<file path="config.mk">
export PLATFORM = sky130hd
export DESIGN_NAME = irq_request_capture
export DESIGN_NICKNAME = d
export VERILOG_FILES = /design/src/rtl/irq_request_capture.sv
export SDC_FILE = /design/constraint.sdc
export NUM_CORES = 1
export LEC_CHECK = 0
export ABC_CLOCK_PERIOD_IN_PS = 1300
export CORE_MARGIN = 3
export CORE_UTILIZATION = 38
export DETAILED_ROUTE_END_ITERATION = 10
export GPL_ROUTABILITY_DRIVEN = 0
export MAX_ROUTING_LAYER = met4
export PLACE_DENSITY = 0.79
export RECOVER_POWER = 50
export SETUP_SLACK_MARGIN = 0.05
export SLEW_MARGIN = 20
export SYNTH_ARGS = -nofsm -noshare
export SYNTH_HDL_FRONTEND = slang
export SYNTH_SLANG_ARGS = --single-unit
export TNS_END_PERCENT = 30
</file>
<file path="constraint.sdc">
create_clock -name clk -period 1.3 [get_ports clk]
set_input_delay 0.39 -clock clk [delete_from_list [all_inputs] [get_ports clk]]
set_output_delay 0.39 -clock clk [all_outputs]
set_load 0.05 [all_outputs]
</file>
<file path="src/rtl/irq_request_capture.sv">
// Request capture stage feeding the priority encoder: synchronises raw request
// lines, turns rising edges into sticky pending bits, and flags lost edges.
module irq_request_capture #(
  parameter int N           = 4,
  parameter int SYNC_STAGES = 2,
  localparam int IW         = $clog2(N)
) (
  input  logic          clk,
  input  logic          rst_n,
  input  logic [0:N-1]  req_in,
  input  logic [0:N-1]  mask,
  input  logic          ack,
  input  logic [IW-1:0] ack_idx,
  input  logic          clr_ovf,
  output logic [0:N-1]  pend,
  output logic          any_pend,
  output logic [0:N-1]  ovf
);

  typedef enum logic {IDLE = 1'b0, PENDING = 1'b1} state_e;

  logic [0:N-1][SYNC_STAGES-1:0] sync_q;
  logic [0:N-1]                  hist_q;
  logic [0:N-1]                  ovf_q;
  logic [0:N-1]                  ovf_d;
  state_e                        state_q [N];
  state_e                        state_d [N];
  logic [0:N-1]                  rise;
  logic [0:N-1]                  ack_hit;
  logic [0:N-1]                  pending;

  always_comb begin
    rise    = '0;
    ack_hit = '0;
    for (int i = 0; i < N; i++) begin
      rise[i]    = sync_q[i][SYNC_STAGES-1] & ~hist_q[i];
      ack_hit[i] = ack && (ack_idx == IW'(i));
    end
  end

  // Synchroniser chain plus history flop per line; overflow flags live here too.
  always_ff @(posedge clk or negedge rst_n) begin
    if (!rst_n) begin
      sync_q <= '0;
      hist_q <= '0;
      ovf_q  <= '0;
    end else begin
      for (int i = 0; i < N; i++) begin
        sync_q[i] <= {sync_q[i][SYNC_STAGES-2:0], req_in[i]};
        hist_q[i] <= sync_q[i][SYNC_STAGES-1];
      end
      ovf_q <= ovf_d;
    end
  end

  always_ff @(posedge clk or negedge rst_n) begin
    if (!rst_n) begin
      for (int i = 0; i < N; i++) state_q[i] <= IDLE;
    end else begin
      for (int i = 0; i < N; i++) state_q[i] <= state_d[i];
    end
  end

  // A rise coinciding with a matching ack keeps the line pending so no edge is lost.
  always_comb begin
    ovf_d = '0;
    for (int i = 0; i < N; i++) begin
      state_d[i] = state_q[i];
      case (state_q[i])
        IDLE:    if (rise[i]) state_d[i] = PENDING;
        PENDING: if (ack_hit[i] && !rise[i]) state_d[i] = IDLE;
        default: state_d[i] = IDLE;
      endcase
      ovf_d[i] = (ovf_q[i] & ~clr_ovf)
               | (rise[i] & (state_q[i] == PENDING) & ~ack_hit[i]);
    end
  end

  always_comb begin
    pending = '0;
    for (int i = 0; i < N; i++) pending[i] = (state_q[i] == PENDING);
    pend     = pending & ~mask;
    any_pend = |pend;
    ovf      = ovf_q;
  end

endmodule
</file>
class_map.png
(8 px per µm) Fill, decap, tap and diode cells in gray.
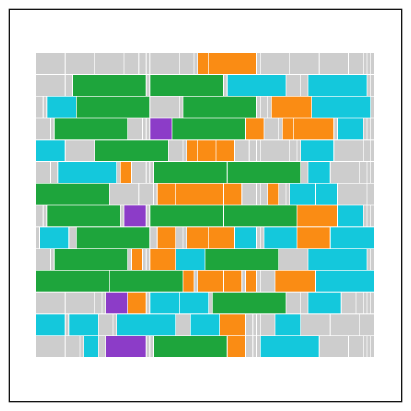
| color | class | cells |
|---|---|---|
| green | sequential cells | 20 |
| purple | clock drivers and dummy loads | 4 |
| orange | remaining logic cells | 29 |
| cyan | remaining buffers and delay cells | 29 |

closeup.png
Region (12, 12) to (37, 37) µm. Cells in gray, sequential cells in the stronger gray; small squares are vias.
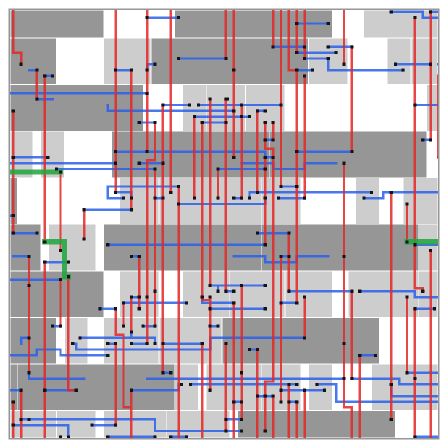
| color | layer |
|---|---|
| blue | M1 |
| green | M3 |
| red | M2 |
sequential cells in the window: 12
netlist names of flops here include: pending (4), hist_q (3), sync_q (3)
most frequent: dfrtp_1 (12), inv_1 (7), o22ai_1 (4)
cells with their middle in the window: 43

==> impl_metrics.py <==
# Generated from Yosys and OpenROAD reports
metrics = {
    "clock_network": {
        "clockRootBuffer": "clkbuf_4",
        "cts_resized": 9,
        "post_cts_buffers": 2,
        "clockBufferDepth": 2,
        "htree_levels": 1,
        "clk_pin_slew_worst_paths_ps": 100,
        "numCtsBuffers": 3,
        "cts_tree": "built",
        "cts_hold_buf": 0,
    },
    "synthesis": {
        "adder_share_pct": 0,
        "synthesis.area_um2": 698,
        "simple_gate_share_pct": 15.4,
        "syn_avg_cell_area_um2": 14.2,
        "syn-num-nets": 63,
        "ys_sh_mux_pct": 0,
        "synth_xor_xnor_area_share_pct": 0,
        "synthCells": 49,
        "ys_types": 11,
        "ys.flops": 20,
        "logic_family": "simple AND/OR/NAND/NOR gates",
        "ys_chip_area_um2": 698,
        "aoi_share_pct": 8.60,
        "yosysWarnings": 0,
    },
    "power_and_ir_drop": {
        "seq-power_uw": 701,
        "p_sw_uw": 387,
        "p_clk_share_pct": 23.6,
        "swShare_pct": 27.0,
        "internal_power_mw": 1.05,
        "power.density_mw_per_mm2": 1240,
        "p_seq_share_pct": 48.9,
        "power.group.top": "sequential cells",
        "p_total_mw": 1.43,
        "p_leak_nw": 0.569,
    },
    "final_layout": {
        "seq_area_um2": 500,
        "lay_top_count": "dfrtp_1",
        "fin_nets": 97,
        "areaGrowthSynthToFinish_pct": 65.6,
        "nFillCells": 117,
        "drive_gt1_share_pct": 32.9,
        "comb_area_um2": 198,
        "antenna_cells": 0,
    },
    "setup_path": {
        "worstPathCellList": "nor2b_4 > or4_4 > buf_8",
        "critPathKind": "register to output pin",
        "cp.depth": 3,
        "critPathCaptureType": "output pin",
        "path_buffers": 1,
        "cp.arrival_ps": 1500,
        "crit_family": "simple AND/OR/NAND/NOR gates",
        "max_stage_delay_ps": 530,
        "ff2ff_path_depth": 3,
        "start_kind": "register",
        "critPathSlowestCell": "or4_4",
    },
    "status": {
        "violations": "setup timing",
        "status": "finished with violations",
    },
    "floorplan": {
        "core_area_mm2": 0.00161,
        "ios": 23,
        "die_h_um": 48.9,
        "die_area_mm2": 0.00239,
        "dieWidth_um": 48.9,
        "rows": 14,
    },
    "worst_hold_path": {
        "min_path_cells": 0,
        "hold_path_class": "register to register",
    },
    "sta": {
        "fin_skew_ps": 0.997,
        "finalWorstSetupSlack_ps": -591,
        "setup_viol": 5,
        "fin_crit_sh_pct": 145,
        "hold_viol": 0,
        "fmax_ghz": 0.529,
        "drv_slew": 0,
        "fin_setup_tns_ps": -1220,
        "layout_min_cycle_time_ps": 1890,
        "max_slew_margin_pct": 68.4,
        "whs_ps": 359,
    },
    "drt": {
        "drc": 0,
        "detail-route-antenna-nets": 0,
        "vias_per_cell": 4.62,
        "drt_iter0_markers": 4,
        "wl_per_cell_um": 13.2,
    },
    "place": {
        "dpl.hpwl_mm": 1.11,
        "dp_slack_ps": -760,
    },
    "global_routing": {
        "grt_usage_pct": 13.3,
        "grt_pass1_wl_mm": 2.29,
        "grt_pass1_vias": 558,
        "overflow": 0,
    },
    "job": {
        "max-cap-violations": 0,
    },
}
clock_nets.png
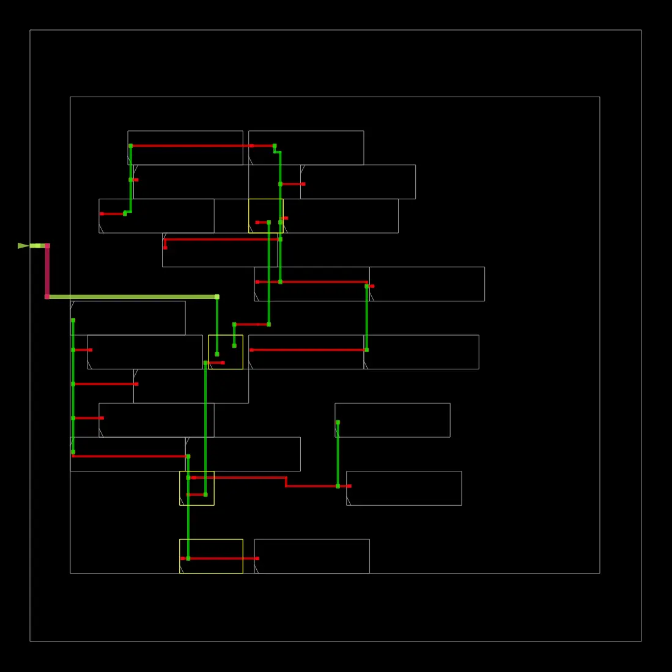
clock buf count: 4
clock network power: 338 µW
clk latency late pin: 290 ps
# clock sinks: 20

util_map.png
(6 px per µm) 10 x 10 tiles, from black (low) to pale yellow (high), 0 to 100% covered.
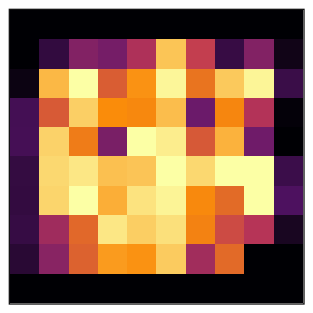
mean over tiles: 47%
emptiest ninth of the die: lower right
fullest tile: 100%
nearly empty tiles: 25%

-- cell type report --
cell class	instances	share of cell area, %
flip-flops and latches	20	43.3
well taps	24	2.60
inverters	8	2.60
repair buffers	29	31.3
clock buffers	4	3.14
multi-input cells	21	17.1
-- sequential cells by signal (all words and copies together) (netlist names) --
signal / flops
hist_q: 4
ovf: 4
pending: 4
sync_q: 8
-- layer usage --
| metal | global-route usage [%] | vias up | part of all wire [%] |
|---|---|---|---|
| li1 | - | 234 | - |
| met1 | 11.3 | 238 | 36 |
| met2 | 26.7 | 16 | 59 |
| met3 | 3.36 | 2 | 4.8 |
| met4 | 5.69 | 0 | 0.29 |
| met5 | - | - | 0 |
-- through the flow --
stage,utilization [%],std cells
after floorplan,-,49
after global routing,71.7,106
after detailed placement,66.1,99
final,71.7,106
after CTS,70.3,105
after global placement,66.1,99
-- synth_stat cells (all sizes together) --
| cell type | number | area share, % |
|---|---|---|
| dfrtp | 20 | 72 |
| and3 | 1 | 0.90 |
| nor3b | 1 | 1.1 |
| o22ai | 4 | 3.6 |
| o41ai | 4 | 5.0 |
| inv | 8 | 4.3 |
| nand2b | 4 | 3.6 |
| nor2b | 4 | 5.7 |
| and3b | 2 | 2.5 |
| or4 | 1 | 1.6 |
-- worst reg2reg max path, delay by kind of cell, from the launching register on --
kind            cells  cell delay [ps]
compound gates      1              400
flops               1              370
buf+inv             2              150
-- final timing paths --
check	start	to	slack, ps
worst min register to register	sync_q[2]	sync_q[3]	360
worst max register to register	pending[0]	ovf[0]	250
min in group asynchronous	rst_n	hist_q[1]	570
worst max-delay path	pending[1]	any_pend	-590
worst min-delay path	sync_q[2]	sync_q[3]	360
max in group asynchronous	rst_n	ovf[3]	410
Power is estimated from default activity; no workload was simulated.
